Clock network drawn from the DEF:
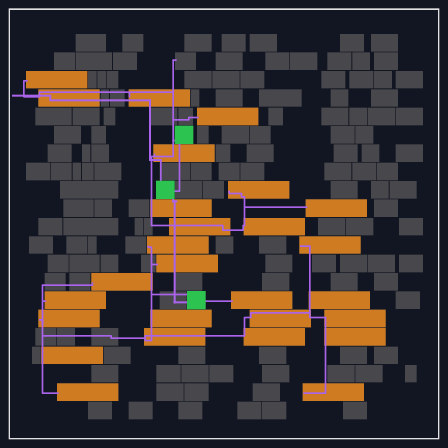
Power grid:
Scale bar: 20 um. Pins as bars on the die edge. Tap cells in gray.
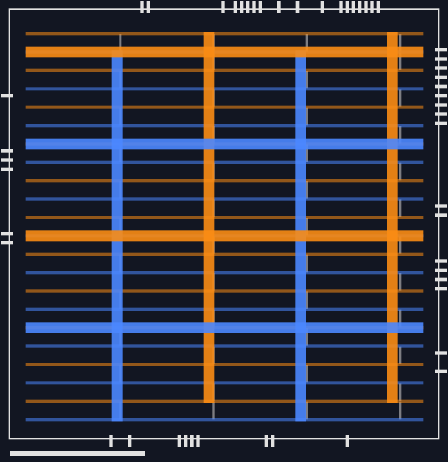
Metal layers overlaid:
Scale bar: 20 um. Only two layers are drawn.
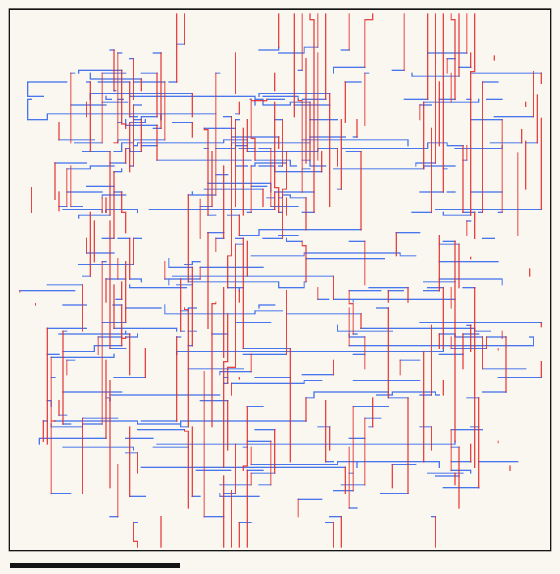
Placed cells, one color a class:
Scale bar: 20 um.
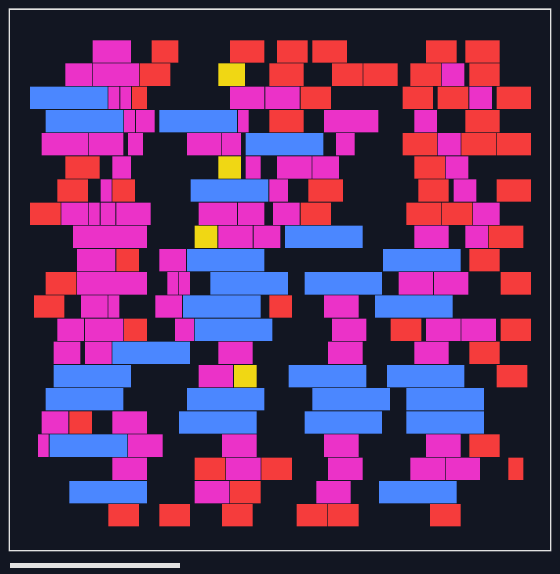
### config.mk
export PLATFORM = sky130hd
export DESIGN_NAME = bram_port_master
export DESIGN_NICKNAME = d
export VERILOG_FILES = /design/src/rtl/bram_pkg.sv /design/src/rtl/bram_rsp_fifo.sv /design/src/rtl/bram_port_master.sv
export SDC_FILE = /design/constraint.sdc
export NUM_CORES = 1
export LEC_CHECK = 0
export CAP_MARGIN = 0
export CORE_MARGIN = 2
export CORE_UTILIZATION = 40
export CTS_CLUSTER_DIAMETER = 40
export DETAILED_ROUTE_END_ITERATION = 6
export GPL_TIMING_DRIVEN = 0
export MAX_ROUTING_LAYER = met4
export PLACE_DENSITY_LB_ADDON = 0.1
export SLEW_MARGIN = 40
export SYNTH_ARGS = -nofsm -noshare
export SYNTH_HDL_FRONTEND = slang
export SYNTH_SLANG_ARGS = --single-unit
### constraint.sdc
create_clock -name clk -period 2.4 [get_ports clk]
set_input_delay 0.48 -clock clk [delete_from_list [all_inputs] [get_ports clk]]
set_output_delay 0.48 -clock clk [all_outputs]
set_load 0.02 [all_outputs]
### src/rtl/bram_pkg.sv
// Purpose : shared types and constants for the BRAM port master and its response FIFO.
// Latency : n/a (declarations only).
// Backpressure: n/a.
package bram_pkg;

    // Controller sequencing: BOOT for one cycle, optional INIT clear, then RUN forever.
    typedef enum logic [1:0] {
        ST_BOOT = 2'd0,
        ST_INIT = 2'd1,
        ST_RUN  = 2'd2
    } state_e;

    // Response buffering depth; the read credit is derived from this.
    localparam int RSP_FIFO_DEPTH  = 2;

    // BRAM dout appears this many cycles after an en=1, we=0 cycle.
    localparam int BRAM_RD_LATENCY = 1;

endpackage

### src/rtl/bram_rsp_fifo.sv
// Purpose : 2-entry response FIFO holding BRAM read data until the consumer takes it.
// Latency : push at cycle N is visible on pop_dat_o / count_o at N+1 (registered storage).
// Backpressure: no ready outputs; the producer must never push into a full FIFO (asserted).
//
// Ports:
//   clk, rst_n      clock, asynchronous active-low reset (empties the FIFO)
//   push_i          write push_dat_i into the tail
//   push_dat_i      data to store
//   pop_i           discard the head entry
//   pop_dat_o       head entry (meaningful only while count_o != 0)
//   count_o         number of stored entries, 0..2
module bram_rsp_fifo
    import bram_pkg::*;
#(
    parameter int DATA_WIDTH = 8
) (
    input  logic                  clk,
    input  logic                  rst_n,
    input  logic                  push_i,
    input  logic [DATA_WIDTH-1:0] push_dat_i,
    input  logic                  pop_i,
    output logic [DATA_WIDTH-1:0] pop_dat_o,
    output logic [1:0]            count_o
);

    logic [DATA_WIDTH-1:0] slot_q [2];
    logic                  wr_ptr_q;
    logic                  rd_ptr_q;
    logic [1:0]            count_q;
    logic [1:0]            count_d;

    always_comb begin
        count_d = count_q;
        case ({push_i, pop_i})
            2'b10:   count_d = count_q + 2'd1;
            2'b01:   count_d = count_q - 2'd1;
            default: count_d = count_q;
        endcase
    end

    always_ff @(posedge clk or negedge rst_n) begin
        if (!rst_n) begin
            slot_q[0] <= '0;
            slot_q[1] <= '0;
            wr_ptr_q  <= 1'b0;
            rd_ptr_q  <= 1'b0;
            count_q   <= 2'd0;
        end else begin
            if (push_i) begin
                slot_q[wr_ptr_q] <= push_dat_i;
                wr_ptr_q         <= ~wr_ptr_q;
            end
            if (pop_i) begin
                rd_ptr_q <= ~rd_ptr_q;
            end
            count_q <= count_d;
        end
    end

    assign pop_dat_o = slot_q[rd_ptr_q];
    assign count_o   = count_q;

    // The credit scheme upstream guarantees neither of these can happen.
    a_no_overflow: assert property (@(posedge clk) disable iff (!rst_n)
        !(push_i && !pop_i && (count_q == 2'(RSP_FIFO_DEPTH))));
    a_no_underflow: assert property (@(posedge clk) disable iff (!rst_n)
        !(pop_i && (count_q == 2'd0)));

endmodule

### src/rtl/bram_port_master.sv
// Purpose : turns a valid/ready request stream into BRAM port cycles and returns read data in order.
// Latency : read accepted at cycle N -> rsp_valid at N+2; writes produce no response.
// Backpressure: reads stall (req_ready=0) when the 2-entry response path is full; writes always accepted in RUN.
//
// Ports:
//   clk, rst_n                       clock, asynchronous active-low reset
//   req_valid/req_ready              request handshake; req_we, req_addr, req_wdata qualify it
//   rsp_valid/rsp_ready, rsp_rdata   read response handshake and data
//   init_done                        high once the optional post-reset clear has finished
//   mem_en/mem_we/mem_addr/mem_din   BRAM port controls (addr/din forced to 0 while en=0)
//   mem_dout                         BRAM registered read data (1-cycle latency, read-first)
module bram_port_master
    import bram_pkg::*;
#(
    parameter int                        DATA_WIDTH = 8,
    parameter int                        ADDR_WIDTH = 4,
    parameter int                        INIT_EN    = 1,
    parameter logic [DATA_WIDTH-1:0]     INIT_VALUE = '0
) (
    input  logic                  clk,
    input  logic                  rst_n,
    input  logic                  req_valid,
    output logic                  req_ready,
    input  logic                  req_we,
    input  logic [ADDR_WIDTH-1:0] req_addr,
    input  logic [DATA_WIDTH-1:0] req_wdata,
    output logic                  rsp_valid,
    input  logic                  rsp_ready,
    output logic [DATA_WIDTH-1:0] rsp_rdata,
    output logic                  init_done,
    output logic                  mem_en,
    output logic                  mem_we,
    output logic [ADDR_WIDTH-1:0] mem_addr,
    output logic [DATA_WIDTH-1:0] mem_din,
    input  logic [DATA_WIDTH-1:0] mem_dout
);

    state_e                state_q, state_d;
    logic [ADDR_WIDTH-1:0] init_cnt_q, init_cnt_d;
    logic                  inflight_q, inflight_d;

    logic                  run;
    logic                  req_fire;
    logic                  rsp_pop;
    logic [1:0]            fifo_count;
    logic [2:0]            credit;

    assign run = (state_q == ST_RUN);

    // Response side: FIFO occupancy drives rsp_valid directly.
    assign rsp_valid = (fifo_count != 2'd0);
    assign rsp_pop   = rsp_valid & rsp_ready;

    // Free response slots: every stored entry and every read still inside the BRAM
    // holds one; an entry leaving this cycle frees one early so throughput stays 1/cycle.
    // Never negative because count + inflight cannot exceed the FIFO depth.
    assign credit = 3'(RSP_FIFO_DEPTH)
                  - {1'b0, fifo_count}
                  - {2'b0, inflight_q}
                  + {2'b0, rsp_pop};

    assign req_ready  = run & (req_we | (credit != 3'd0));
    assign req_fire   = req_valid & req_ready;
    assign inflight_d = req_fire & ~req_we;
    assign init_done  = run;

    // Next-state and BRAM port mux.
    always_comb begin
        state_d    = state_q;
        init_cnt_d = init_cnt_q;
        mem_en     = 1'b0;
        mem_we     = 1'b0;
        mem_addr   = '0;
        mem_din    = '0;

        case (state_q)
            ST_BOOT: begin
                state_d = (INIT_EN != 0) ? ST_INIT : ST_RUN;
            end
            ST_INIT: begin
                mem_en     = 1'b1;
                mem_we     = 1'b1;
                mem_addr   = init_cnt_q;
                mem_din    = INIT_VALUE;
                // Wraps to 0 on the last address; the counter is not used again until reset.
                init_cnt_d = init_cnt_q + 1'b1;
                if (init_cnt_q == {ADDR_WIDTH{1'b1}}) begin
                    state_d = ST_RUN;
                end
            end
            ST_RUN: begin
                if (req_fire) begin
                    mem_en   = 1'b1;
                    mem_we   = req_we;
                    mem_addr = req_addr;
                    mem_din  = req_wdata;
                end
            end
            default: begin
                state_d = ST_BOOT;
            end
        endcase
    end

    always_ff @(posedge clk or negedge rst_n) begin
        if (!rst_n) begin
            state_q    <= ST_BOOT;
            init_cnt_q <= '0;
            inflight_q <= 1'b0;
        end else begin
            state_q    <= state_d;
            init_cnt_q <= init_cnt_d;
            inflight_q <= inflight_d;
        end
    end

    // mem_dout is only captured the cycle after a read; write-cycle dout is ignored.
    bram_rsp_fifo #(
        .DATA_WIDTH (DATA_WIDTH)
    ) u_rsp_fifo (
        .clk        (clk),
        .rst_n      (rst_n),
        .push_i     (inflight_q),
        .push_dat_i (mem_dout),
        .pop_i      (rsp_pop),
        .pop_dat_o  (rsp_rdata),
        .count_o    (fifo_count)
    );

endmodule

==> results.yml <==
# yosys + openroad results
final_timing:
  setup_viol: 14
  slew_headroom: 0.603
  rsz0062_at_grt: "true"
  fin_ws_ns: -0.553
  fmaxAchievable_ghz: 0.339
  slew_viol_final: 0
  min_period_ns: 2.95
  hold_viol: 0
  worstMarginPinSlew_ns: 0.596
  layout_worst_path_cycle_share: 1.23
clock_tree:
  cts_root_buf: "clkbuf_4"
  cts_max_level: 1
  postCtsHoldBufs: 0
  cts_buffers: 3
  cts_tree: "done"
  clk_pin_slew_worst_paths_ns: 0.15
  ctsLongestPathBuffers: 2
  cts.sinks: 27
global_routing:
  grt_pass1_wl_um: 5020
  grt.busiest_layer: "met2"
  antenna_found_initial: 0
  grt_pass1_vias: 1097
  grt_util_met2: 0.283
  grt_overflow: 0
  grt_util_met3: 0.0179
  grt_max_degree: 28
  met1_usage: 0.200
finish:
  layout_top_cell: "clkdlybuf4s50_1"
  antenna_cells: 0
  fin_nets: 200
  syn_to_final_growth_pct: 47.5
  mostFrequentLayoutCells: "33 x clkdlybuf4s50_1, 27 x dfrtp_1, 26 x mux2_2"
  fin_cells: 213
  seq_area_sq_um: 676
  layout-drive-gt1-share: 0.455
  combGateArea_sq_um: 728
  fill_cells: 295
placed_design:
  routabilityCongestion: 0.719
  dpl.hpwl_um: 2110
  dpl_cell_area_sq_um: 1980
  port_buffers: 49
  dp.cells: 204
worst_setup_path:
  cp-endpoint: "mem_addr[0]"
  path_class: "flop to primary output"
  cp.arrival_ns: 2.47
  cp.required_ns: 1.92
  critPathMaxFanout: 5
  r2r_cells: 8
  timing.rr.end: "inflight_q$_DFF_PN0_"
  crit_start: "u_rsp_fifo.count_o[1]$_DFFE_PN0P_"
  critical_path.reg2reg.startpoint: "u_rsp_fifo.count_o[1]$_DFFE_PN0P_"
  start_kind: "flop"
  rrSetupSlack_ns: 0.49
  end_kind: "primary output"
synth:
  yosysUniqueCellTypes: 28
  ys_chip_area_sq_um: 1410
  seq_area_frac_synth: 0.480
  yosys_warnings: 0
  syn_area_per_cell_sq_um: 12.9
  netlist_area_sq_um: 1410
  numSynthFlops: 27
  syn_inst: 109
  ys_cells: 109
  synth_nets: 141
status:
  violations: "negative setup slack"
  status: "finished, violations left"
run:
  warnings: 31
  maxCapViolCount: 0
worst_hold_path:
  hp-class: "input port to async pin"
detailed_routing:
  drtAntennaViolNets: 0
  vias_per_cell: 4.80
  drtPass1Iterations: 2
  drc: 0
  dr.first_iter.drc_count: 16
floorplanning:
  rows: 21
  fp-utilization: 0.419
  pin_count: 50
  die-area_sq_um: 4010
power_and_ir_drop:
  p_leak_nw: 0.939
  p_per_area_nw_per_um2: 1060
About 'clock network drawn from the DEF':
Key: purple = clock wires [length 284 um]; orange = flip-flops [count 27]; green = cells driving clock nets [count 3]
There are 4 routed clock nets.
Setup Skew: 0.00855 ns
Clk pwr share: 0.094
Power Clock: 0.000207 W
clk latency late pin: 0.33 ns

About 'power grid':
Key: blue = VSS; orange = VDD
50 signal pins sit on the boundary. 4 straps on met4. The core has 21 rows. 22 met1 rails follow the rows. 46 tap cells.
CORE AREA: 3360 sq um
Die X: 63.3 um
worst IR drop on VDD: 0.528 mV

About 'metal layers overlaid':
Key: red = met2 [wire length 1430 um]; blue = met1 [wire length 1300 um]
DRT Wirelength: 2850 um
via count: 1022
All-Layer GR Usage: 0.163
DR WL/cell: 13.4 um

About 'placed cells, one color a class':
Key: yellow = clock drivers and dummy loads [cells 4, share of their area 1.5%]; blue = flops [cells 27, share of their area 33%]; red = other buffers and delay cells [cells 57, share of their area 28%]; magenta = all other logic [cells 79, share of their area 37%]
final core occ: 0.618
final instance area: 2080 sq um

[what timing repair did]
action                                  4_1_cts  5_1_grt
endpoints found under the setup margin       15       16
cloned                                        1        0
resized                                      90        1
setup buffers                                 4        0
pin swaps                                     2        1
[synthesized netlist by cell type]
master,instances,area [sq um]
dfrtp_1,27,676
mux2_2,26,293
a31oi_1,1,6.26
nor2b_1,1,6.26
fa_1,1,20.0
nand4_1,1,6.26
ha_1,6,75.1
xnor2_1,4,35.0
o21a_1,1,7.51
inv_1,5,18.8
nand3_1,1,5.00
xor2_1,4,35.0
nor2_1,2,7.51
buf_2,2,10.0
nand2_1,3,11.3
nor2_2,2,12.5
and2b_2,1,8.76
buf_6,1,11.3
nor3_1,1,5.00
or2_2,1,6.26
nor4b_4,1,23.8
and2_1,4,25.0
a32o_1,3,30.0
and2_2,6,45.0
o22a_1,1,8.76
and3_1,1,6.26
a21oi_1,1,5.00
a31o_1,1,8.76
[state kept, by name, summed over array words and instances, names as in the netlist]
register / count
u_rsp_fifo.slot_q: 16
u_rsp_fifo.wr_ptr_q: 1
init_cnt_q: 4
u_rsp_fifo.count_o: 2
state_q: 2
u_rsp_fifo.rd_ptr_q: 1
inflight_q: 1
[through the flow]
step            util  power [W]  setup WS [ns]  hold slack, ns  TNS (ns)
6_report       0.618    0.00221         -0.553           0.125     -7.23
3_5_place_dp   0.588    0.00194          -1.00           0.492    -13.38
3_3_place_gp   0.589    0.00191         -0.969           0.478    -12.99
2_1_floorplan      -    0.00149         -0.126           0.184     -1.26
5_1_grt        0.618    0.00237         -0.690           0.134     -9.08
4_1_cts        0.617    0.00223         -0.568           0.137     -7.36
[critical path, cell delays in order (launching register included)]
cell     delay [ns]
dfrtp_1        0.42
or2_4          0.25
and2_4         0.14
fa_2           0.33
inv_2          0.05
ha_1           0.11
nor4b_4        0.26
nor2_4         0.10
buf_6          0.14
a31o_4         0.22
buf_6          0.12
[cell type report]
cell class | instances | share of cell area
inverters | 5 | 0.00903
plain buffers | 3 | 0.0114
multi-input cells | 74 | 0.350
repair buffers | 54 | 0.261
flip-flops and latches | 27 | 0.325
clock buffers | 3 | 0.0108
well taps | 46 | 0.0277
clock inverters | 1 | 0.00421
[where the power goes]
part,internal (W),switching (W)
clock network,0.0000679,0.000139
logic,0.000741,0.000542
registers,0.000630,0.0000846
[logic make-up (layout without fill, tap and decap cells)]
logic type | after synthesis | in the layout | synth area share
adders and majority gates | 7 | 7 | 0.0675
buffers and inverters | 8 | 66 | 0.0284
xor gates and xnor gates | 8 | 8 | 0.0497
and+or+nand+nor | 25 | 25 | 0.120
AOI/OAI and AO/OA | 8 | 8 | 0.0471
DFF | 27 | 27 | 0.480
muxes | 26 | 26 | 0.208
[per-layer routing]
metal  vias up  part of all wire
met1       496              0.46
met3         4             0.034
met4         0            0.0081
met2        25              0.50
li1        497                 -
met5         -                 0
Power figures rest on the tool's default switching activity, not on a simulated workload.
